### src/rtl/alu_rr_scheduler.sv
// Round-robin front end that shares one registered ALU among NREQ requesters.
// One operation in flight: IDLE accepts, ISSUE pulses alu_run, CAPTURE samples the result, RESP hands it back.
module alu_rr_scheduler #(
  parameter int WIDTH = 16,
  parameter int SELW  = 3,
  parameter int NREQ  = 2
) (
  input  logic                   clk,
  input  logic                   rst,
  input  logic [NREQ-1:0]        req_valid,
  output logic [NREQ-1:0]        req_ready,
  input  logic [NREQ*WIDTH-1:0]  req_a,
  input  logic [NREQ*WIDTH-1:0]  req_b,
  input  logic [NREQ*SELW-1:0]   req_sel,
  output logic [NREQ-1:0]        resp_valid,
  input  logic [NREQ-1:0]        resp_ready,
  output logic [WIDTH-1:0]       resp_data,
  output logic [WIDTH-1:0]       alu_a,
  output logic [WIDTH-1:0]       alu_b,
  output logic [SELW-1:0]        alu_select,
  output logic                   alu_run,
  input  logic [WIDTH-1:0]       alu_result,
  output logic                   busy
);

  localparam int PW = $clog2(NREQ);

  typedef enum logic [1:0] {
    S_IDLE,
    S_ISSUE,
    S_CAPTURE,
    S_RESP
  } state_t;

  state_t            state_q;
  logic [PW-1:0]     ptr_q, ptr_d;
  logic [PW-1:0]     grant_q;
  logic [WIDTH-1:0]  a_q, b_q, res_q;
  logic [SELW-1:0]   sel_q;
  logic              run_q;

  logic              found;
  logic [PW-1:0]     win;

  // NOTE: every variable assigned in always_comb gets a default on entry,
  // otherwise a path that skips the assignment infers a latch.
  always_comb begin : arbiter
    int idx;
    found = 1'b0;
    win   = '0;
    idx   = 0;
    for (int k = 0; k < NREQ; k++) begin
      idx = int'(ptr_q) + k;
      if (idx >= NREQ) idx = idx - NREQ;
      if (!found && req_valid[idx]) begin
        found = 1'b1;
        win   = idx[PW-1:0];
      end
    end
  end

  assign ptr_d = (win == PW'(NREQ - 1)) ? '0 : win + 1'b1;

  // Reset is gated in so no accept strobe can appear while rst is held.
  always_comb begin
    req_ready = '0;
    if (state_q == S_IDLE && !rst && found) req_ready[win] = 1'b1;
  end

  always_comb begin
    resp_valid = '0;
    if (state_q == S_RESP) resp_valid[grant_q] = 1'b1;
  end

  // NOTE: sequential state uses non-blocking assignments so every register
  // samples pre-edge values regardless of statement order.
  always_ff @(posedge clk or posedge rst) begin
    if (rst) begin
      state_q <= S_IDLE;
      ptr_q   <= '0;
      grant_q <= '0;
      a_q     <= '0;
      b_q     <= '0;
      sel_q   <= '0;
      res_q   <= '0;
      run_q   <= 1'b0;
    end else begin
      unique case (state_q)
        S_IDLE: begin
          if (found) begin
            a_q     <= req_a[win*WIDTH +: WIDTH];
            b_q     <= req_b[win*WIDTH +: WIDTH];
            sel_q   <= req_sel[win*SELW +: SELW];
            grant_q <= win;
            ptr_q   <= ptr_d;
            run_q   <= 1'b1;
            state_q <= S_ISSUE;
          end
        end
        S_ISSUE: begin
          run_q   <= 1'b0;
          state_q <= S_CAPTURE;
        end
        S_CAPTURE: begin
          res_q   <= alu_result;
          state_q <= S_RESP;
        end
        S_RESP: begin
          if (resp_ready[grant_q]) state_q <= S_IDLE;
        end
        default: state_q <= S_IDLE;
      endcase
    end
  end

  assign alu_a      = a_q;
  assign alu_b      = b_q;
  assign alu_select = sel_q;
  assign alu_run    = run_q;
  assign resp_data  = res_q;
  assign busy       = (state_q != S_IDLE);

endmodule

### config.mk
export PLATFORM = sky130hd
export DESIGN_NAME = alu_rr_scheduler
export DESIGN_NICKNAME = d
export VERILOG_FILES = /design/src/rtl/alu_rr_scheduler.sv
export SDC_FILE = /design/constraint.sdc
export NUM_CORES = 1
export LEC_CHECK = 0
export CELL_PAD_IN_SITES_DETAIL_PLACEMENT = 0
export CELL_PAD_IN_SITES_GLOBAL_PLACEMENT = 2
export CORE_MARGIN = 2
export CORE_UTILIZATION = 24
export CTS_CLUSTER_DIAMETER = 60
export CTS_CLUSTER_SIZE = 25
export DETAILED_ROUTE_END_ITERATION = 10
export GPL_ROUTABILITY_DRIVEN = 0
export PLACE_DENSITY_LB_ADDON = 0.1
export SYNTH_ARGS = -nofsm -noshare
export SYNTH_HDL_FRONTEND = slang
export SYNTH_SLANG_ARGS = --single-unit
### constraint.sdc
create_clock -name clk -period 3.85 [get_ports clk]
set_clock_uncertainty 0.1 [all_clocks]
set_input_delay 0.77 -clock clk [delete_from_list [all_inputs] [get_ports clk]]
set_output_delay 0.77 -clock clk [all_outputs]
set_load 0.05 [all_outputs]
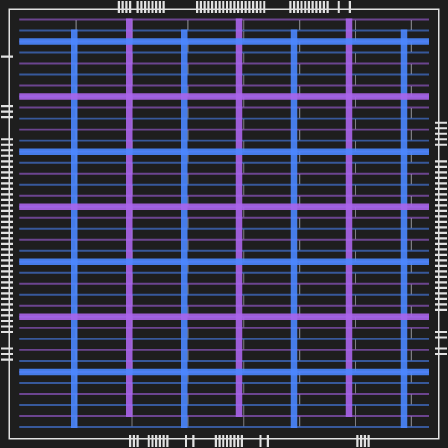
Figure 1: run 1, PDN straps and rails.
Pins as bars on the die edge. Tap cells in grey.
VDD: marked purple. VSS: marked blue.
The core has 37 rows. 7 straps on met4.
worst voltage drop across the vdd grid: 0.3706 mV
Core ar.: 10180 um2

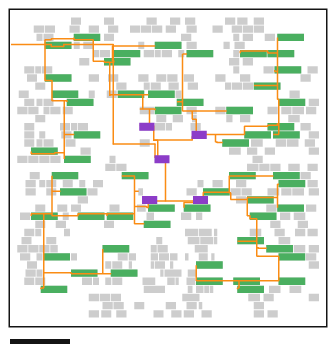
Figure 2: run 1, routed clock nets over the placement.
Bar = 20 um.
cells driving clock nets: marked purple, count 5. clock wires: marked orange, length 745 um. flip-flops: marked green, count 56.
Position of the flops: spread over the die. There are 6 routed clock nets.
power in the clock group: 0.334 mW
clock latency at the later pin of the worst-skew pair: 0.30 ns

==> GITHUB_STEP_SUMMARY, run 1 <==
## PnR job results

| Metric | Value |
|---|---|
| Run status | completed |
| Detailed-routing iteration count for the pre-antenna-repair pass | 4 |
| Worst Min Path Start | resp_data[10]$_DFFE_PP0N_ |
| Sequential area share after synthesis | 56.45% |
| CP top delay family | buffers and inverters |
| Met2 layer wire length in the routed design | 3572 um |
| Post-layout utilization of the core | 40.93% |
| Static Leak | 1.834 nW |
| Clock root buffer | sky130_fd_sc_hd__clkbuf_8 |
| Main synth FF type | sky130_fd_sc_hd__dfrtp_1 |
| Worst path setup slack after routing | 0.6973 ns |
| Area overhead of the layout relative to synthesis | 67.94% |
| Final net count | 428 |
| Number of placed cells counting well taps | 461 |
| Chip height | 105.7 um |
| CTS tree | yes |
| Clock power share | 8.9% |
| Resized Gates After CTS | 0 |
| Net switching share of the total power | 48.37% |
| Kind of start point of the critical path | input pin |
| Top cell type by total area after synthesis | sky130_fd_sc_hd__dfrtp_1 |
| Cell breakdown of the critical path | clkdlybuf4s50_1 -> and2_4 -> and3_1 -> buf_4 |
| Area of all sequential standard cells | 1401 um2 |
| Worst R2R Path Depth | 6 |
| Met2 layer usage reported by global route | 21.89% |
| Worst path slowest cell | sky130_fd_sc_hd__clkdlybuf4s50_1 |
| Comb. pwr | 2.39 mW |
| Largest contributor to cell area by class | buffers |
| DR WL met3 | 648 um |
| Die ar. | 11170 um2 |
| Antenna violations before repair | 0 |
| Overall overflow remaining after global route | 0 |
| Worst endpoint data arrival time | 2.28 ns |
| Instance count along the most critical hold path | 1 |
| All-Layer GR Usage | 13.38% |
| End point of the critical path | req_ready[0] |
| Distinct cell type count of the synthesized netlist | 24 |
| Synth async-reset ratio | 100.0% |
| Class of the tightest hold or removal check | reg -> reg |
| Remaining number of nets flagged by the antenna check after routing | 0 |
| Worst slew margin relative to its limit | 49.50% |
| Cell types with the highest counts after synthesis | sky130_fd_sc_hd__dfrtp_1, sky130_fd_sc_hd__and3_1, sky130_fd_sc_hd__a221o_1, sky130_fd_sc_hd__mux2_2, sky130_fd_sc_hd__buf_2 |
| Routing usage on met1 | 17.57% |
| Multi-Input Combinational | 111 |
| Terminating pin of the worst hold path | resp_data[10]$_DFFE_PP0N_ |
| Total DRC errors in the routed layout | 0 |
| Setup crit end kind | output pin |
| Diodes inserted | 0 |
| Comb area | 963.4 um2 |
| Final setup TNS | 0 ns |
| And-or/or-and share of the synthesized area | 17.19% |
| H-tree depth | 2 |
| Max_cap viols | 0 |
| Number of buffers outside the clock class in the layout | 152 |
| Number of ports placed on the die boundary | 149 |
| Net switching power | 1.824 mW |
| Sequential cell fraction of total power | 27.7% |
| Setup violations, final | 0 |
| Synth Register Bits | 56 |
| Met3 Track Usage GR | 4.329% |
| Final-layout clock-cell area share | 2.221% |
| Number of DRC markers in iteration 0 | 115 |
| Multi-input combinational area share | 23.11% |
| Final-layout worst hold slack | 0.4134 ns |
| Post-DR vias/cell | 4.625 |
| HPWL reported at the end of detailed placement | 5145 um |
| Via total after detailed routing | 2169 |
| Post-synth mux share | 8.115% |
| Highest-power group | combinational logic |
| Simple-Gate Fraction of Synth Area | 11.19% |
| Post-cts hold-fix buffer tally | 0 |
| Cell total in the yosys stat output | 188 |
| Vias in the first global route | 2187 |
| Cell area after layout | 4169 um2 |
| Area contributors post-synth | sky130_fd_sc_hd__dfrtp_1, sky130_fd_sc_hd__a221o_1, sky130_fd_sc_hd__and3_1 |
| Worst setup path startpoint | req_valid[0] |
| Area share of the largest cell type after synthesis | 56.45% |
| Non-clk invs | 6 |
| Required time reported for the critical path endpoint | 2.98 ns |
| Buffers plus inverters on the worst setup path | 2 |
| Fa+ha+maj area frac | 2.016% |
| Final critical-path share of the clock period | 81.89% |
| Wire length of the first global-routing pass | 11810 um |
| Placed Area | 4076 um2 |
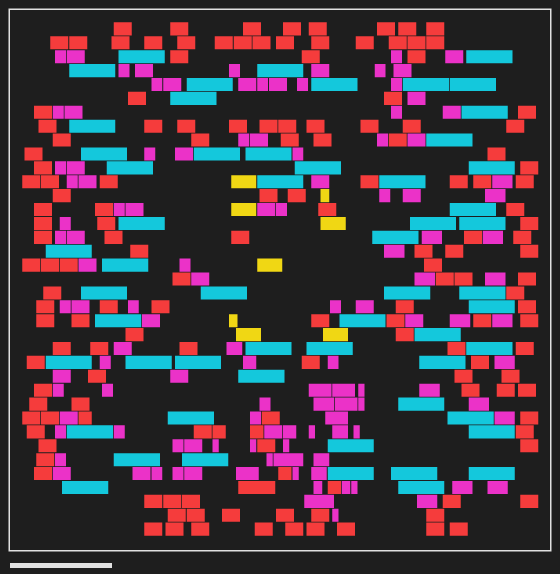
Figure 3: run 1, cell classes on the final placement.
Bar = 20 um.
flip-flops: marked cyan, cells 56. other buffers and delay cells: marked red, cells 152. clock drivers and dummy loads: marked yellow, cells 8. all other logic: marked magenta, cells 117.

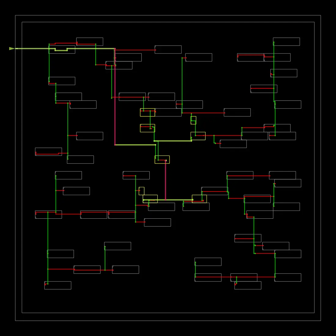
Figure 4: run 1, the clock network.
clock sink total: 56
TritonCTS buffer count: 5
total number of sequential cells: 56
number of clock buffers in the layout: 6

Figure 5. Selected gate families (run 1).
Bar = 20 um.
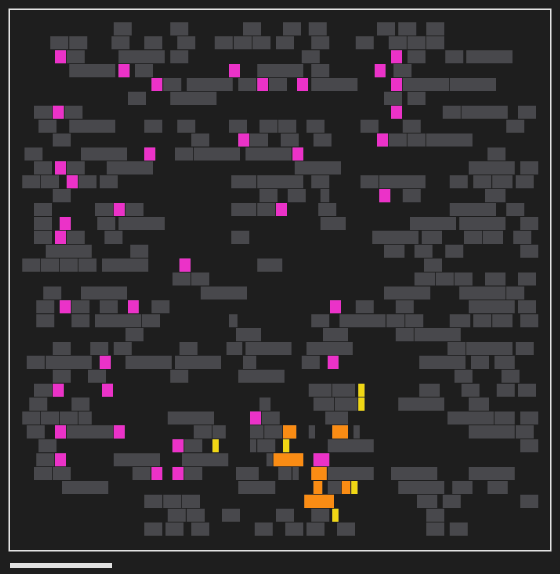

## Run 2: what changed since run 1
--- a/config.mk
+++ b/config.mk
@@ -8,7 +8,7 @@
 export CELL_PAD_IN_SITES_DETAIL_PLACEMENT = 0
 export CELL_PAD_IN_SITES_GLOBAL_PLACEMENT = 2
 export CORE_MARGIN = 2
-export CORE_UTILIZATION = 24
+export CORE_UTILIZATION = 22
 export CTS_CLUSTER_DIAMETER = 60
 export CTS_CLUSTER_SIZE = 25
 export DETAILED_ROUTE_END_ITERATION = 10
==> constraint.sdc (replaced) <==
create_clock -name clk -period 3.15 [get_ports clk]
set_clock_uncertainty 0.1 [all_clocks]
set_input_delay 0.63 -clock clk [delete_from_list [all_inputs] [get_ports clk]]
set_output_delay 0.63 -clock clk [all_outputs]
set_load 0.05 [all_outputs]
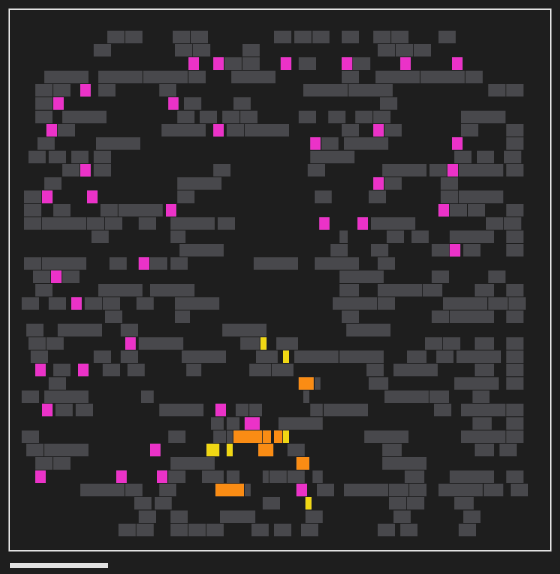
Figure 6: run 2, selected gate families.
Bar = 20 um.
inverters: marked yellow, cells 6, where bottom middle. AND and OR gates: marked magenta, cells 38, where spread over the die. inverting AOI/OAI gates: marked orange, cells 7, where bottom middle.

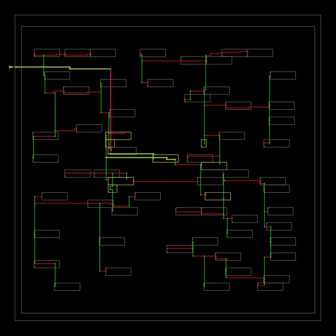
Figure 7: run 2, the clock network.
power in the clock group: 0.566 mW
number of clock buffers in the layout: 5
clock latency at the later pin of the worst-skew pair: 0.29 ns

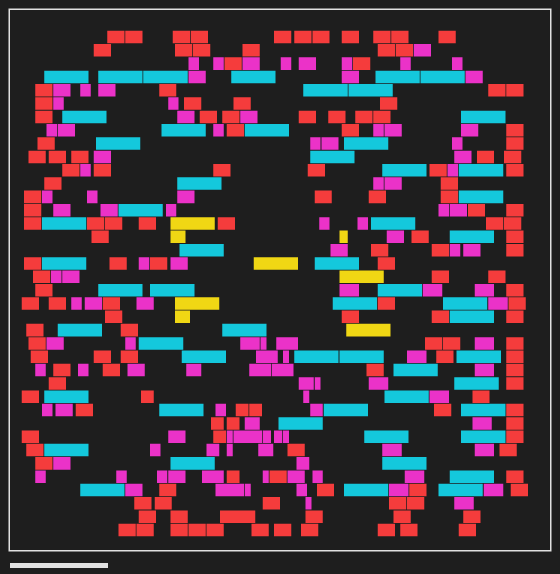
Figure 8: run 2, cell classes on the final placement.
Bar = 20 um.
clock drivers and dummy loads: marked yellow, cells 8. flip-flops: marked cyan, cells 56. other buffers and delay cells: marked red, cells 154. all other logic: marked magenta, cells 117.

==> run 2 against run 1 <==
Via count is 0.46% lower. Combinational power is 23% higher. Non-clock buffer count up 2. Utilization shrank 2.1 points. Design area grew 1.9%.
==> GITHUB_STEP_SUMMARY, run 2 <==
## PnR job results

| Metric | Value |
|---|---|
| Final net count | 430 (+0.47%) |
| Buffers plus inverters on the worst setup path | 3 (+1) |
| Total number of sequential cells | 56 (unchanged) |
| Clock sink total | 56 (unchanged) |
| Final-layout worst hold slack | 0.4082 ns (-0.005170 ns) |
| Worst endpoint data arrival time | 1.95 ns (-0.33 ns) |
| Top cell type by total area after synthesis | sky130_fd_sc_hd__dfrtp_1 |
| Synth async-reset ratio | 100.0% (unchanged) |
| Antenna violations before repair | 0 (unchanged) |
| Clock root buffer | sky130_fd_sc_hd__clkbuf_16 |
| Sequential area share after synthesis | 56.45% (unchanged) |
| Area overhead of the layout relative to synthesis | 71.12% |
| Required time reported for the critical path endpoint | 2.42 ns (-0.56 ns) |
| Area of all sequential standard cells | 1401 um2 (unchanged) |
| Worst path slowest cell | sky130_fd_sc_hd__clkdlybuf4s50_1 |
| Worst path setup slack after routing | 0.4663 ns (-0.2310 ns) |
| And-or/or-and share of the synthesized area | 17.19% (unchanged) |
| Post-cts hold-fix buffer tally | 0 (unchanged) |
| TritonCTS buffer count | 5 (unchanged) |
| Chip height | 110.2 um (+4.3%) |
| Number of ports placed on the die boundary | 149 (unchanged) |
| Comb. pwr | 2.95 mW (+23%) |
| Kind of start point of the critical path | register |
| End point of the critical path | busy |
| Net switching share of the total power | 47.50% (-0.87 points) |
| Setup crit end kind | output pin |
| Detailed-routing iteration count for the pre-antenna-repair pass | 4 (unchanged) |
| Number of placed cells counting well taps | 467 (+1.3%) |
| Sequential cell fraction of total power | 26.5% (-1.2 points) |
| Class of the tightest hold or removal check | reg -> reg |
| Routing usage on met1 | 16.58% (-0.99 points) |
| Final setup TNS | 0 ns (unchanged) |
| Worst setup path startpoint | state_q[0]$_DFFE_PP0P_ |
| H-tree depth | 2 (unchanged) |
| Run status | completed |
| Multi-Input Combinational | 111 (unchanged) |
| Remaining number of nets flagged by the antenna check after routing | 0 (unchanged) |
| Overall overflow remaining after global route | 0 (unchanged) |
| Cell area after layout | 4248 um2 (+1.9%) |
| Area share of the largest cell type after synthesis | 56.45% (unchanged) |
| Worst voltage drop across the vdd grid | 0.5262 mV (+42%) |
| Main synth FF type | sky130_fd_sc_hd__dfrtp_1 |
| Met2 layer wire length in the routed design | 3596 um (+0.67%) |
| Worst Min Path Start | resp_data[5]$_DFFE_PP0N_ |
| Number of DRC markers in iteration 0 | 70 (-39%) |
| Post-layout utilization of the core | 38.84% (-2.1 points) |
| Core ar. | 10940 um2 (+7.4%) |
| Worst R2R Path Depth | 6 (unchanged) |
| Multi-input combinational area share | 22.68% (-0.43 points) |
| Number of buffers outside the clock class in the layout | 154 (+1.3%) |
| Resized Gates After CTS | 0 (unchanged) |
| Post-DR vias/cell | 4.545 (-1.7%) |
| Max_cap viols | 0 (unchanged) |
| Distinct cell type count of the synthesized netlist | 24 (unchanged) |
## Run 3: what changed since run 2
--- a/config.mk
+++ b/config.mk
@@ -14,6 +14,7 @@
 export DETAILED_ROUTE_END_ITERATION = 10
 export GPL_ROUTABILITY_DRIVEN = 0
 export PLACE_DENSITY_LB_ADDON = 0.1
+export SKIP_LAST_GASP = 1
 export SYNTH_ARGS = -nofsm -noshare
 export SYNTH_HDL_FRONTEND = slang
 export SYNTH_SLANG_ARGS = --single-unit
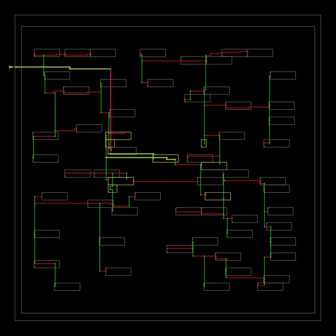
Figure 9: run 3, the clock network.

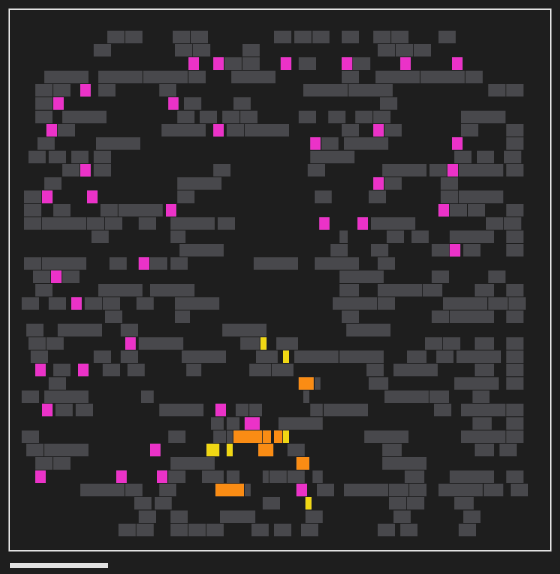
Figure 10: run 3, selected gate families.
Bar = 20 um.
non-filler instance count after layout: 475
most frequent logic cell in the layout: sky130_fd_sc_hd__clkdlybuf4s50_1
multi-input combinational area share: 22.68%

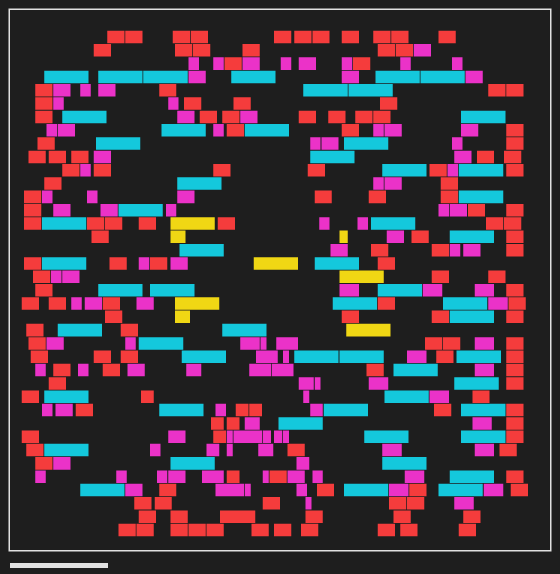
Figure 11: run 3, cell classes on the final placement.
Bar = 20 um.
other buffers and delay cells: marked red, cells 154. flip-flops: marked cyan, cells 56. clock drivers and dummy loads: marked yellow, cells 8. all other logic: marked magenta, cells 117.

==> run 3 against run 2 <==
Flip-flop count unchanged. Synthesized cell count is the same. Worst setup slack stayed put. Register-to-register slack hardly changed. Combinational power about the same.
==> GITHUB_STEP_SUMMARY, run 3 <==
## PnR job results

| Metric | Value |
|---|---|
| Run status | completed |
| Met2 layer wire length in the routed design | 3596 um (unchanged) |
| Final setup TNS | 0 ns (unchanged) |
| Setup crit end kind | output pin |
| Worst R2R Path Depth | 6 (unchanged) |
| H-tree depth | 2 (unchanged) |
| Sequential cell fraction of total power | 26.5% (about the same) |
| Routing usage on met1 | 16.58% (unchanged) |
| Final total power | 4.788 mW |
| Comb. pwr | 2.95 mW (about the same) |
| Placed Area | 4100 um2 |
| Worst endpoint data arrival time | 1.95 ns (about the same) |
| Overall overflow remaining after global route | 0 (unchanged) |
| Core ar. | 10940 um2 (unchanged) |
| Final-layout worst hold slack | 0.4082 ns (unchanged) |
| Synth warn | 0 |
| Clock root buffer | sky130_fd_sc_hd__clkbuf_16 |
| Clock latency at the later pin of the worst-skew pair | 0.29 ns (about the same) |
| Synth logic family | AND-OR/OR-AND gates |
| Kind of start point of the critical path | register |
| TritonCTS buffer count | 5 (unchanged) |
| Register-to-Register Setup Slack | 1.21 ns |
| Worst path setup slack after routing | 0.4663 ns (unchanged) |
| Endpoint of the worst-slack reg-to-reg timing path | alu_a[9]$_DFFE_PP0P_ |
| Total number of sequential cells | 56 (unchanged) |
| Remaining number of nets flagged by the antenna check after routing | 0 (unchanged) |
| Chip height | 110.2 um (unchanged) |
| Number of DRC markers in iteration 0 | 70 (unchanged) |
| End point of the critical path | busy |
| Worst Min Path Start | resp_data[5]$_DFFE_PP0N_ |
| Detailed-routing iteration count for the pre-antenna-repair pass | 4 (unchanged) |
| Via total after detailed routing | 2159 |
| Post-layout utilization of the core | 38.84% (unchanged) |
| Horizontal die dimension | 110.2 um |
| Class of the tightest hold or removal check | reg -> reg |
| Final net count | 430 (unchanged) |
| Multi-Input Combinational | 111 (unchanged) |
| Area overhead of the layout relative to synthesis | 71.12% (unchanged) |
| Number of pins exceeding their max-slew limit in the final report | 0 |
| Synth async-reset ratio | 100.0% (unchanged) |
| Maximum clock frequency | 372.6 MHz |
| Power in the clock group | 0.566 mW (about the same) |
| Share of layout cells above drive strength 1 | 11.34% |
| Number of clock buffers in the layout | 5 (unchanged) |
| And-or/or-and share of the synthesized area | 17.19% (unchanged) |
| Setup violations, final | 0 |
| Critical R2R Launch | state_q[0]$_DFFE_PP0P_ |
| Number of ports placed on the die boundary | 149 (unchanged) |
| Clock sink total | 56 (unchanged) |
| Post-synth mux share | 8.115% |
| Distinct cell type count of the synthesized netlist | 24 (unchanged) |
| Number of placed cells counting well taps | 467 (unchanged) |
| Antenna violations before repair | 0 (unchanged) |
| Max_cap viols | 0 (unchanged) |
| Area share of the largest cell type after synthesis | 56.45% (unchanged) |
| Area of all sequential standard cells | 1401 um2 (unchanged) |
| Worst slew pin tran | 0.7595 ns |
| Top cell type by total area after synthesis | sky130_fd_sc_hd__dfrtp_1 |
| Post-DR vias/cell | 4.545 (unchanged) |
| Resized Gates After CTS | 0 (unchanged) |
| Post-cts hold-fix buffer tally | 0 (unchanged) |
| Worst path slowest cell | sky130_fd_sc_hd__clkdlybuf4s50_1 |
| Met2 layer usage reported by global route | 20.77% |
| Largest net degree at the start of global routing | 57 |
| Gate count after technology mapping | 188 |
| Sequential area share after synthesis | 56.45% (unchanged) |
| Buffers plus inverters on the worst setup path | 3 (unchanged) |
| Worst setup path startpoint | state_q[0]$_DFFE_PP0P_ |
| Cell area after layout | 4248 um2 (unchanged) |
| Main synth FF type | sky130_fd_sc_hd__dfrtp_1 |
| Internal portion of total power | 2.514 mW |
| Required time reported for the critical path endpoint | 2.42 ns (about the same) |
| Net switching share of the total power | 47.50% (unchanged) |
| Non-clk invs | 6 |
| Number of buffers outside the clock class in the layout | 154 (unchanged) |
| Worst voltage drop across the vdd grid | 0.5262 mV (unchanged) |
Power figures rest on the tool's default switching activity, not on a simulated workload.
